File: config.mk
export PLATFORM = sky130hd
export DESIGN_NAME = majority_bit_inserter
export DESIGN_NICKNAME = d
export VERILOG_FILES = /design/src/rtl/mbi_pkg.sv /design/src/rtl/mbi_popcount.sv /design/src/rtl/majority_bit_inserter.sv
export SDC_FILE = /design/constraint.sdc
export NUM_CORES = 1
export LEC_CHECK = 0
export ABC_AREA = 1
export CORE_MARGIN = 2
export CORE_UTILIZATION = 50
export CTS_BUF_LIST = sky130_fd_sc_hd__clkbuf_4 sky130_fd_sc_hd__clkbuf_8
export DETAILED_ROUTE_END_ITERATION = 6
export PLACE_DENSITY = 0.8
export REMOVE_ABC_BUFFERS = 1
export SETUP_SLACK_MARGIN = 0.2
export SLEW_MARGIN = 10
export SYNTH_ARGS = -nofsm -noshare
export SYNTH_HDL_FRONTEND = slang
export SYNTH_SLANG_ARGS = --single-unit
File: constraint.sdc
create_clock -name clk -period 1.15 [get_ports clk]
set_input_delay 0.115 -clock clk [delete_from_list [all_inputs] [get_ports clk]]
set_output_delay 0.115 -clock clk [all_outputs]
set_load 0.02 [all_outputs]
File: src/rtl/mbi_pkg.sv
// rtl/mbi_pkg.sv - shared types and constants for the majority-bit inserter
package mbi_pkg;

  typedef enum logic [1:0] {
    MODE_ZMAJ = 2'b00,
    MODE_OMAJ = 2'b01,
    MODE_EVEN = 2'b10,
    MODE_ODD  = 2'b11
  } mbi_mode_t;

  localparam int MBI_LATENCY = 2;

  // Width needed to hold a ones count of 0..data_w inclusive.
  function automatic int mbi_cnt_w(input int data_w);
    return $clog2(data_w + 1);
  endfunction

endpackage

File: src/rtl/mbi_popcount.sv
// rtl/mbi_popcount.sv - combinational ones counter over a DATA_W-bit word
module mbi_popcount
  import mbi_pkg::*;
#(
  parameter int DATA_W = 7,
  parameter int ONES_W = mbi_cnt_w(DATA_W)
) (
  input  logic [DATA_W-1:0] i_data,
  output logic [ONES_W-1:0] o_ones
);

  always_comb begin
    o_ones = '0;
    for (int i = 0; i < DATA_W; i++) begin
      o_ones = o_ones + ONES_W'(i_data[i]);
    end
  end

endmodule

File: src/rtl/majority_bit_inserter.sv
// rtl/majority_bit_inserter.sv - two-stage flag computation and insertion
// Define MBI_STATS_EN to add delivered-word and flag statistics counters.
module majority_bit_inserter
  import mbi_pkg::*;
#(
  parameter int DATA_W  = 7,
  parameter int INS_POS = 4,
  parameter int CNT_W   = 16
) (
  input  logic              clk,
  input  logic              rst,
  input  logic              in_valid,
  output logic              in_ready,
  input  logic [DATA_W-1:0] in_data,
  input  logic [1:0]        in_mode,
  output logic              out_valid,
  input  logic              out_ready,
  output logic [DATA_W:0]   out_data,
  output logic              out_flag
`ifdef MBI_STATS_EN
  ,
  input  logic              stat_clr,
  output logic [CNT_W-1:0]  stat_words,
  output logic [CNT_W-1:0]  stat_flags
`endif
);

  localparam int ONES_W = mbi_cnt_w(DATA_W);

  logic              r_s1_valid;
  logic [DATA_W-1:0] r_s1_data;
  mbi_mode_t         r_s1_mode;
  logic [ONES_W-1:0] r_s1_ones;

  logic [ONES_W-1:0] w_ones;
  logic [ONES_W-1:0] w_zeros;
  logic              w_flag;
  logic              w_s2_load;
  logic [DATA_W:0]   w_word;

  mbi_popcount #(
    .DATA_W(DATA_W),
    .ONES_W(ONES_W)
  ) u_popcount (
    .i_data(in_data),
    .o_ones(w_ones)
  );

  // The output register may reload whenever it is empty or being drained.
  assign w_s2_load = !out_valid || out_ready;
  assign in_ready  = !r_s1_valid || w_s2_load;

  always_comb begin
    w_flag  = 1'b0;
    w_zeros = ONES_W'(DATA_W) - r_s1_ones;
    unique case (r_s1_mode)
      MODE_ZMAJ: w_flag = (w_zeros > r_s1_ones);
      MODE_OMAJ: w_flag = (r_s1_ones > w_zeros);
      MODE_EVEN: w_flag = r_s1_ones[0];
      MODE_ODD:  w_flag = ~r_s1_ones[0];
    endcase
  end

  generate
    if (INS_POS == 0) begin : g_ins_lsb
      assign w_word = {r_s1_data, w_flag};
    end else if (INS_POS == DATA_W) begin : g_ins_msb
      assign w_word = {w_flag, r_s1_data};
    end else begin : g_ins_mid
      assign w_word = {r_s1_data[DATA_W-1:INS_POS], w_flag, r_s1_data[INS_POS-1:0]};
    end
  endgenerate

  always_ff @(posedge clk or posedge rst) begin
    if (rst) begin
      r_s1_valid <= 1'b0;
      r_s1_data  <= '0;
      r_s1_mode  <= MODE_ZMAJ;
      r_s1_ones  <= '0;
      out_valid  <= 1'b0;
      out_data   <= '0;
      out_flag   <= 1'b0;
    end else begin
      if (in_ready) begin
        r_s1_valid <= in_valid;
      end
      if (in_valid && in_ready) begin
        r_s1_data <= in_data;
        r_s1_mode <= mbi_mode_t'(in_mode);
        r_s1_ones <= w_ones;
      end
      if (w_s2_load) begin
        out_valid <= r_s1_valid;
        if (r_s1_valid) begin
          out_data <= w_word;
          out_flag <= w_flag;
        end
      end
    end
  end

`ifdef MBI_STATS_EN
  // Clear wins over a same-cycle delivery; both counters stick at all-ones.
  always_ff @(posedge clk or posedge rst) begin
    if (rst) begin
      stat_words <= '0;
      stat_flags <= '0;
    end else if (stat_clr) begin
      stat_words <= '0;
      stat_flags <= '0;
    end else if (out_valid && out_ready) begin
      if (stat_words != '1) begin
        stat_words <= stat_words + CNT_W'(1);
      end
      if (out_flag && (stat_flags != '1)) begin
        stat_flags <= stat_flags + CNT_W'(1);
      end
    end
  end
`endif

endmodule

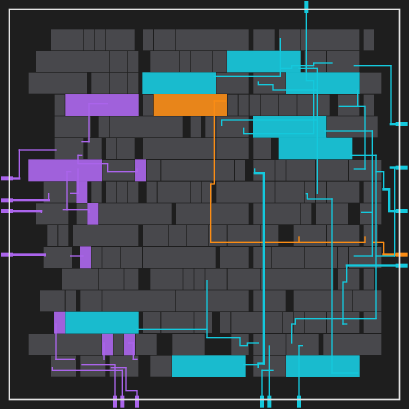
Figure 1: wires at chosen ports, followed through buffers.
Scale: 8 px per um.
Orange is out_valid, bits 1, direction output, end cells 1, buffers 1, wire 44.7 um. Purple is in_data, bits 7, direction input, end cells 9, buffers 7, wire 93.3 um. Cyan is out_data, bits 8, direction output, end cells 8, buffers 8, wire 310 um.

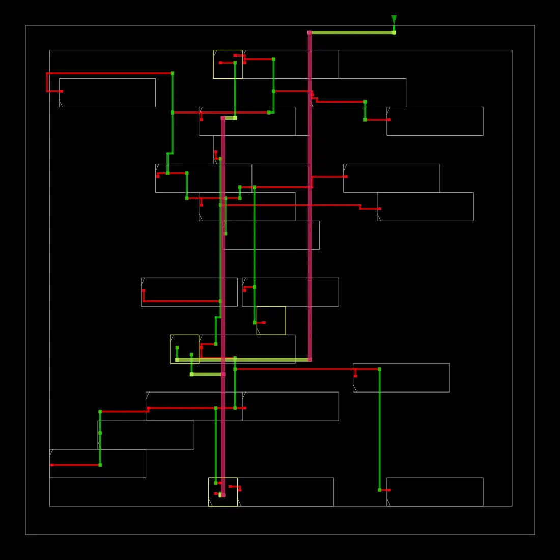
Figure 2: the clock network.
CLK BUF: 4
clock network power: 0.417 mW
CTS Sinks: 21

==> GITHUB_STEP_SUMMARY <==
## Implementation flow summary

| Metric | Value |
|---|---|
| Synth Warn # | 0 |
| Worst-path clk slew | roughly 0.12 ns |
| Total track usage | 0.241 |
| Area leader share | 0.528 |
| Unrepaired setup endpoints after global routing | yes |
| Simple share | 0.270 |
| Sequential Power | approximately 1.1 mW |
| Post-synth cell types | 14 |
| Vias per cell | 5.25 |
| Number of global-route vias before repair | about 1000 |
| CTS Buf Count | 3 |
| Post-synth regs | 21 |
| DRT iter0 DRCs | 18 |
| CTS Buffer Depth | 2 |
| Post-Syn Area | slightly below 1000 um^2 |
| Chip Area, Yosys | around 1000 um^2 |
| Int Pwr | 1.74 mW |
| Final WS setup | -0.652 ns |
| Worst-Skew Late Latency | roughly 0.32 ns |
| Setup violators final | 18 |
| CTS tree | done |
| Top cell by count, worst path | nand2_1 |
| Layout Nets | about 190 |
| Leading cell kind | multi-input combinational cells |
| Pre-CTS WS | -1.37 ns |
| DRT Pass-1 Iters | 4 |
| Worst-case reg-to-reg path depth | 8 |
| WHS | -0.00334 ns |
| Antenna violations before repair | 0 |
| Area leader, netlist | dfrtp_1 |
| Worst VDD drop | roughly 1.3 mV |
| Levels on crit path | 13 |
| CP Capture Type | flip-flop |
| CP required | approximately 1.4 ns |
| Hold Crit Start | in_data[1] |
| Vias | 1018 |
| Combinational gate area | between 500 and 600 um^2 |
| Pin count of the biggest net entering global routing | 22 |
| Critical Path End | r_s1_ones[2] |
| Transition time of the tightest slew-check pin | 0.275 ns |
| Ao+oa area frac | 0.0201 |
| # Max-Cap Violations | 0 |
| Row count | 16 |
| Placed insts | 174 |
| Crit Path Class | in2reg |
| Commonest cells post-synth | nand2_1 (59), dfrtp_1 (21), inv_1 (17) |
| Leak pwr | around 0.9 nW |
| Total congestion overflow | 0 |
| Final hold violation count | 1 |
| Most frequent cells in the layout | nand2_1 (33), buf_6 (22), dfrtp_1 (21), nand2_2 (18), buf_4 (13) |
| Top Consumer | combinational logic |
| HP Class | in2reg |
| Synth top cell by count | nand2_1 |
| Biggest area cells | dfrtp_1 (53%), nand2_1 (22%), inv_1 (6.4%), ha_1 (5.0%), fa_1 (4.0%) |
| Top cell excl fill/tap | nand2_1 |
| Non-Clock Inverter Count | 18 |
| Post-synth EDFFs | 0 |
| Failing checks | negative hold slack, negative setup slack |
| Status | finished, violations left |
| GPL Wtd Cong | ~0.7 |
| ClkCell Share | 0.0174 |
| Die Ht | 48.6 um |
| Minimum clock period | 1.80 ns |
| First-pass GRT wire length | 4170 um |
| Core ar. | 1920 um^2 |
| Max Freq | between 0.5 and 0.6 GHz |
| I/O Pins | 24 |
| Pwr Total | ~2.9 mW |
| Final sequential cell count | 21 |
| Sequential share of power | 0.379 |
| DPL Wire Length | 1550 um |
| Switching power of the nets | between 1 and 1.5 mW |
| Hold Path End | r_s1_data[1] |
| Final WL | approximately 3700 um |
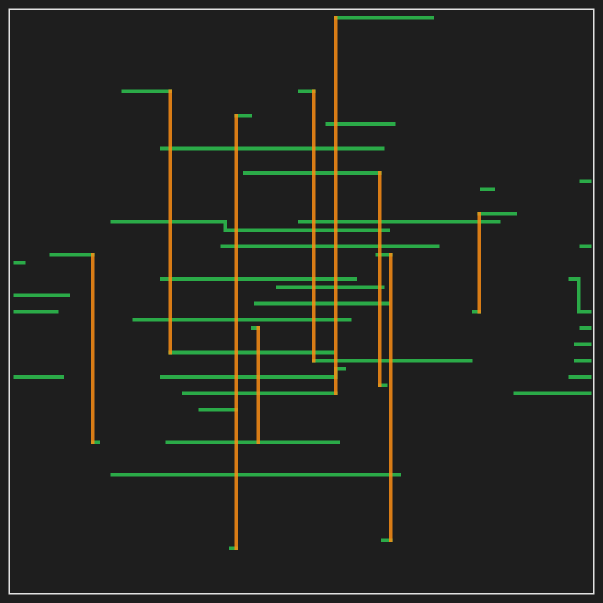
Figure 3: metal layers overlaid.
Scale: 12 px per um. Only two layers are drawn.
Orange is M4, wire length 186 um. Green is M3, wire length 297 um.

worst register-to-register path, stage by stage, from the launching register on:
cell and delay, ns:
dfrtp_1 0.42, buf_6 0.13, nand3_4 0.07, buf_6 0.15, nand2_8 0.09, buf_12 0.12
inv_8 0.04, nand2_1 0.07, nand2_1 0.07
cell families after synthesis:
logic type,count (synthesis)
adders and majority gates,6
DFF,21
AOI/OAI and AO/OA,4
and+or+nand+nor,66
buffers and inverters,20
flip-flops by register name, summed over array words and instances (netlist names):
name,cells
r_s1_mode,2
r_s1_ones,2
out_valid,1
r_s1_data,7
out_data,8
r_s1_valid,1
routing by layer:
metal / part of all wire / global-route usage
met1: 0.35 / 0.232
met2: 0.52 / 0.441
met3: 0.080 / 0.0463
met4: 0.050 / 0.195
met5: 0 / 0
Power figures rest on the tool's default switching activity, not on a simulated workload.
